### config.mk
export PLATFORM = sky130hd
export DESIGN_NAME = keypad_scanner
export DESIGN_NICKNAME = d
export VERILOG_FILES = /design/src/rtl/keypad_pkg.sv /design/src/rtl/keypad_scanner_scan_tick_gen.sv /design/src/rtl/keypad_scanner.sv
export SDC_FILE = /design/constraint.sdc
export NUM_CORES = 1
export LEC_CHECK = 0
export CAP_MARGIN = 20
export CORE_ASPECT_RATIO = 1.4
export CORE_UTILIZATION = 45
export DETAILED_ROUTE_END_ITERATION = 7
export PLACE_DENSITY = 0.66
export SYNTH_ARGS = -nofsm -noshare
export SYNTH_HDL_FRONTEND = slang
export SYNTH_SLANG_ARGS = --single-unit
export TNS_END_PERCENT = 5
### constraint.sdc
create_clock -name clk -period 2.11 [get_ports clk]
set_clock_uncertainty 0.15 [all_clocks]
set_input_delay 0.422 -clock clk [delete_from_list [all_inputs] [get_ports clk]]
set_output_delay 0.422 -clock clk [all_outputs]
set_load 0.005 [all_outputs]
### src/rtl/keypad_pkg.sv
// Purpose : shared types, sizes and key decode for the 4x4 keypad scanner.
// Latency : n/a (declarations and a pure combinational helper only).
// Backpr. : n/a.
package keypad_pkg;

    localparam int NUM_ROWS = 4;
    localparam int NUM_COLS = 4;

    typedef enum logic [1:0] {
        SCAN       = 2'd0,
        DB_PRESS   = 2'd1,
        HELD       = 2'd2,
        DB_RELEASE = 2'd3
    } state_t;

    // Nibble index = {row, col}; nibble 0 (row 0, col 0) sits in the LSBs.
    //   row 0: 1 2 3 A   row 1: 4 5 6 B   row 2: 7 8 9 C   row 3: E 0 F D
    localparam logic [63:0] KEYMAP = 64'hDF0E_C987_B654_A321;

    function automatic logic [3:0] decode_key(input logic [1:0] row, input logic [1:0] col);
        logic [3:0] idx;
        idx = {row, col};
        return KEYMAP[{idx, 2'b00} +: 4];
    endfunction

endpackage

### src/rtl/keypad_scanner_scan_tick_gen.sv
// Purpose : free-running divider producing a one-clk scan tick every SCAN_DIV clks.
// Latency : tick is combinational from the counter; first tick SCAN_DIV clks after reset.
// Backpr. : none, free-running.
//
// Ports:
//   clk    - system clock
//   reset  - asynchronous reset, active-low
//   tick_o - high for one clk when the counter wraps
module scan_tick_gen #(
    parameter int SCAN_DIV = 12000
) (
    input  logic clk,
    input  logic reset,
    output logic tick_o
);

    localparam int CW = (SCAN_DIV > 1) ? $clog2(SCAN_DIV) : 1;
    localparam logic [CW-1:0] CNT_MAX = CW'(SCAN_DIV - 1);

    logic [CW-1:0] cnt_q;
    logic [CW-1:0] cnt_d;

    always_comb begin
        tick_o = (cnt_q == CNT_MAX);
        cnt_d  = tick_o ? '0 : cnt_q + 1'b1;
    end

    always_ff @(posedge clk or negedge reset) begin
        if (!reset) begin
            cnt_q <= '0;
        end else begin
            cnt_q <= cnt_d;
        end
    end

endmodule

### src/rtl/keypad_scanner.sv
// Purpose : scans a 4x4 active-low keypad, debounces and decodes presses into hex digits.
// Latency : strobe DEBOUNCE_TICKS ticks after the detecting tick plus one clk (+2 clk sync).
// Backpr. : none; one strobe per accepted press, key_strobe is never held off.
//
// Ports:
//   clk        - system clock
//   reset      - asynchronous reset, active-low
//   rows       - keypad rows, active-low, asynchronous to clk
//   cols       - keypad columns, one-hot-low drive
//   digit_new  - most recently accepted key code
//   digit_old  - previously accepted key code
//   key_strobe - one-clk pulse when a press is accepted
module keypad_scanner
    import keypad_pkg::*;
#(
    parameter int SCAN_DIV       = 12000,
    parameter int DEBOUNCE_TICKS = 80
) (
    input  logic                clk,
    input  logic                reset,
    input  logic [NUM_ROWS-1:0] rows,
    output logic [NUM_COLS-1:0] cols,
    output logic [3:0]          digit_new,
    output logic [3:0]          digit_old,
    output logic                key_strobe
);

    localparam int DW = $clog2(DEBOUNCE_TICKS + 1);
    localparam logic [DW-1:0] CNT_LAST = DW'(DEBOUNCE_TICKS - 1);
    localparam logic [DW-1:0] CNT_SAT  = DW'(DEBOUNCE_TICKS);

    logic tick;

    scan_tick_gen #(
        .SCAN_DIV (SCAN_DIV)
    ) u_tick (
        .clk    (clk),
        .reset  (reset),
        .tick_o (tick)
    );

    // Two-flop synchronizer; resets to "no key" so nothing is seen during reset.
    logic [NUM_ROWS-1:0] sync1_q;
    logic [NUM_ROWS-1:0] rs_q;

    state_t        state_q, state_d;
    logic [1:0]    col_q, col_d;
    logic [1:0]    row_q, row_d;
    logic [DW-1:0] cnt_q, cnt_d;
    logic          strobe_q, strobe_d;
    logic [3:0]    digit_new_q, digit_new_d;
    logic [3:0]    digit_old_q, digit_old_d;

    logic [1:0]    first_row;
    logic          row_low;
    logic [DW-1:0] cnt_inc;

    assign cols       = 4'b1111 ^ (4'b0001 << col_q);
    assign digit_new  = digit_new_q;
    assign digit_old  = digit_old_q;
    assign key_strobe = strobe_q;

    always_comb begin
        // Lowest-index low row wins when several rows are low at detection.
        first_row = 2'd0;
        for (int r = NUM_ROWS - 1; r >= 0; r--) begin
            if (!rs_q[r]) begin
                first_row = 2'(r);
            end
        end
        row_low = ~rs_q[row_q];
        cnt_inc = (cnt_q == CNT_SAT) ? cnt_q : cnt_q + 1'b1;
    end

    always_comb begin
        state_d     = state_q;
        col_d       = col_q;
        row_d       = row_q;
        cnt_d       = cnt_q;
        strobe_d    = 1'b0;
        digit_new_d = digit_new_q;
        digit_old_d = digit_old_q;

        if (tick) begin
            unique case (state_q)
                SCAN: begin
                    if (&rs_q) begin
                        col_d = col_q + 1'b1;
                    end else begin
                        row_d   = first_row;
                        cnt_d   = '0;
                        state_d = DB_PRESS;
                    end
                end
                DB_PRESS: begin
                    if (row_low) begin
                        if (cnt_q == CNT_LAST) begin
                            state_d     = HELD;
                            strobe_d    = 1'b1;
                            digit_old_d = digit_new_q;
                            digit_new_d = decode_key(row_q, col_q);
                        end else begin
                            cnt_d = cnt_inc;
                        end
                    end else begin
                        // Bounce: abandon this column and keep scanning.
                        state_d = SCAN;
                        col_d   = col_q + 1'b1;
                    end
                end
                HELD: begin
                    // Only the latched row matters; other keys are ignored.
                    if (!row_low) begin
                        state_d = DB_RELEASE;
                        cnt_d   = '0;
                    end
                end
                DB_RELEASE: begin
                    if (!row_low) begin
                        if (cnt_q == CNT_LAST) begin
                            state_d = SCAN;
                            col_d   = col_q + 1'b1;
                        end else begin
                            cnt_d = cnt_inc;
                        end
                    end else begin
                        // Release bounced: still held, no second strobe.
                        state_d = HELD;
                        cnt_d   = '0;
                    end
                end
                default: state_d = SCAN;
            endcase
        end
    end

    always_ff @(posedge clk or negedge reset) begin
        if (!reset) begin
            sync1_q     <= '1;
            rs_q        <= '1;
            state_q     <= SCAN;
            col_q       <= 2'd0;
            row_q       <= 2'd0;
            cnt_q       <= '0;
            strobe_q    <= 1'b0;
            digit_new_q <= 4'h0;
            digit_old_q <= 4'h0;
        end else begin
            sync1_q     <= rows;
            rs_q        <= sync1_q;
            state_q     <= state_d;
            col_q       <= col_d;
            row_q       <= row_d;
            cnt_q       <= cnt_d;
            strobe_q    <= strobe_d;
            digit_new_q <= digit_new_d;
            digit_old_q <= digit_old_d;
        end
    end

endmodule

Fig. 1: signal wires on met3
Drawn at 6 px/um.
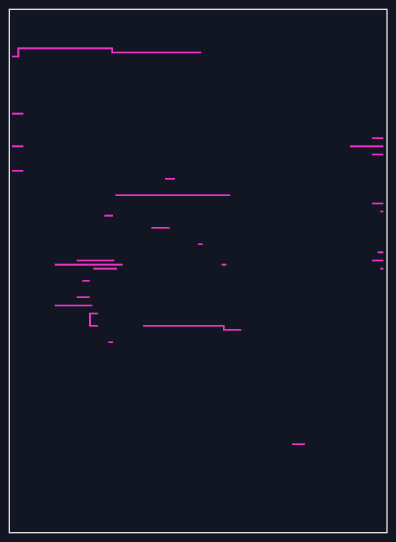
longest straight run: 18.9 um
nets with wire on the layer: 24
Post-Route WL: 4090 um
met3 layer usage reported by global route: 0.0353
Via Count: 1766

Fig. 2: where the registers sit
Drawn at 4 px/um. Other sequential cells in the stronger gray, the rest of the logic in the fainter gray.
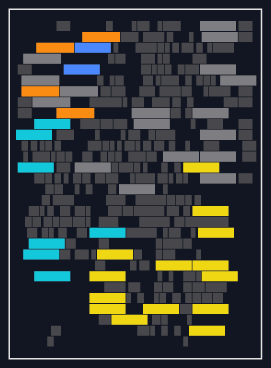
| color | signal | flops |
|---|---|---|
| orange | rs_q | 4 |
| yellow | u_tick.cnt_q | 14 |
| blue | row_q | 2 |
| cyan | cnt_q | 7 |
not colored: 17

==> summary.rpt <==
FLOW METRICS REPORT
----------------------------------------------------
[CTS]
  Clock tree from TritonCTS ........................ built
  Clock sink count ........................ 44

[Cells and area]
  Leading cell type in the layout, fill and taps excluded ........................ dfrtp_1
  Ant diodes ........................ 0

[Logic synthesis]
  Post-Synthesis Cell Area ........................ 2320 um^2
  Flip-flop cell with the highest count after synthesis ........................ dfrtp_1
  Syn avg cell area ........................ 10.3 um^2

[Routing]
  Final routed DRC violation total ........................ 0

[Setup path]
  Setup slack of the most critical reg-to-reg path ........................ 0.07 ns
  Worst endpoint required time ........................ 1.54 ns
  Critical path capture point type ........................ output pin
  Capture point of the worst reg-to-reg path ........................ col_q[1]$_DFFE_PN0P_
  Arrival time reported for the critical path endpoint ........................ 1.51 ns
  Max Fanout on Critical Path ........................ 5

[Global routing]
  Sum of overflow across all layers after global routing ........................ 0
  Pin count of the biggest net entering global routing ........................ 45
  First-pass GRT wire length ........................ 6840 um

[Place]
  Pre-CTS worst setup slack ........................ 0.0719 ns
  GP Congestion ........................ 0.835
  Area post-placement ........................ 2690 um^2

[Final timing]
  Final worst path period need ........................ 2.08 ns
  Highest attainable clock frequency ........................ 480 MHz

[Floorplanning]
  Ports ........................ 19

[Outcome]
  Status ........................ complete, no violations

[Power]
  Tot Pwr ........................ 1520 uW
  Internal power consumption ........................ 1220 uW

----------------------------------------------------
Fig. 3: routed metal per tile
Drawn at 4 px/um. The die is cut into 13 by 17 equal tiles; black is low, pale yellow is high, scaled to the fullest tile. Values are wire area over tile area, all layers added.
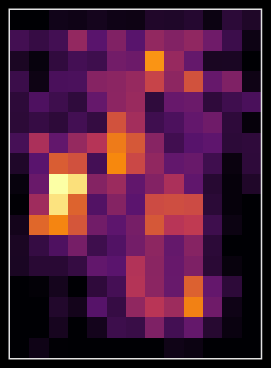
nearly empty tiles: 15%
fullest tile: 0.50
emptiest ninth of the die: south-west
mean over tiles: 0.12
tiles over half the peak: 11%
final routed wire length divided by cell count: 12.5 um
total routing resource utilization after global routing: 0.161

[Yosys cell counts (2+ instances only)]
library cell	n	area share
o21ai_0	24	0.052
nand2_1	18	0.029
o31ai_1	3	0.0097
ha_1	9	0.049
mux2i_1	4	0.017
mux2_2	3	0.015
nand2b_1	2	0.0054
nand3_1	8	0.017
inv_1	15	0.024
nand4_1	6	0.016
nor4_4	3	0.027
nor2_1	13	0.021
xor2_1	4	0.015
a21oi_1	9	0.019
dfrtp_1	36	0.39
nor2b_1	5	0.013
or3_1	2	0.0054
xnor2_1	5	0.019
nor3_1	9	0.019
clkbuf_1	6	0.0097
a21oi_2	2	0.0075
dfstp_2	8	0.091
and3_1	3	0.0081
mux2_4	2	0.013
a31oi_1	2	0.0054
[cells by family after synthesis]
logic type / after synthesis / synth area share
flops: 44 / 0.479
simple gates: 80 / 0.214
fa+ha+maj: 9 / 0.0485
compound gates: 50 / 0.132
xor+xnor: 9 / 0.0340
mux: 10 / 0.0544
buf+inv: 23 / 0.0383
[area by class of cell]
cell class / instances / area (um^2)
fill: 437 / 2090
multi-input combinational: 158 / 1140
sequential: 44 / 1110
timing repair buffer: 39 / 334
tap: 64 / 80.1
clock buffer: 5 / 68.8
inverter: 15 / 56.3
clock inverter: 3 / 42.5
[critical path, stage by stage, from the launching register on]
cell	delay (ns)
dfrtp_2	0.44
inv_2	0.10
ha_2	0.20
inv_1	0.04
clkdlybuf4s50_1	0.44
[through the flow]
step / instances / TNS [ns] / hold slack (ns)
final: 328 / 0 / 0.0490
after CTS: 328 / -0.0438 / 0.0619
after detailed placement: 319 / 0 / 0.198
after floorplan: 225 / 0 / -0.0236
after global routing: 328 / -0.103 / 0.0918
after global placement: 319 / 0 / 0.195
[routing by layer]
layer | vias to the layer above | GRT usage | routed length (um)
met5 | - | 0 | 0
met3 | 6 | 0.0353 | 128
li1 | 884 | - | -
met1 | 836 | 0.191 | 1840
met4 | 0 | 0.0634 | 63
met2 | 40 | 0.284 | 2060
[how the worst max path moves through the flow]
| stage | start | end | slack (ns) | cells after the start |
|---|---|---|---|---|
| after CTS | col_q[1]$_DFFE_PN0P_ | cols[0] | -0.02 | 4 |
| after global routing | col_q[1]$_DFFE_PN0P_ | cols[0] | -0.05 | 4 |
| after detailed placement | u_tick.cnt_q[0]$_DFF_PN0_ | col_q[1]$_DFFE_PN0P_ | 0.07 | 6 |
| after floorplan | u_tick.cnt_q[0]$_DFF_PN0_ | col_q[1]$_DFFE_PN0P_ | 0.04 | 6 |
| final | col_q[1]$_DFFE_PN0P_ | cols[0] | 0.03 | 4 |
| after global placement | cnt_q[0]$_DFFE_PN0P_ | col_q[1]$_DFFE_PN0P_ | 0.11 | 6 |
[registers in the layout, summed over array words and instances (netlist names), named ones only]
register,flops
key_strobe,1
row_q,2
digit_new,4
cnt_q,7
digit_old,4
col_q,2
sync1_q,4
state_q,1
u_tick.cnt_q,14
rs_q,4
[what timing repair did]
item | in CTS | in global routing
setup buffers | 1 | 0
resized | 4 | 7
endpoints found under the setup margin | 4 | 9
cloned | 0 | 0
Power and IR drop assume default switching activity.
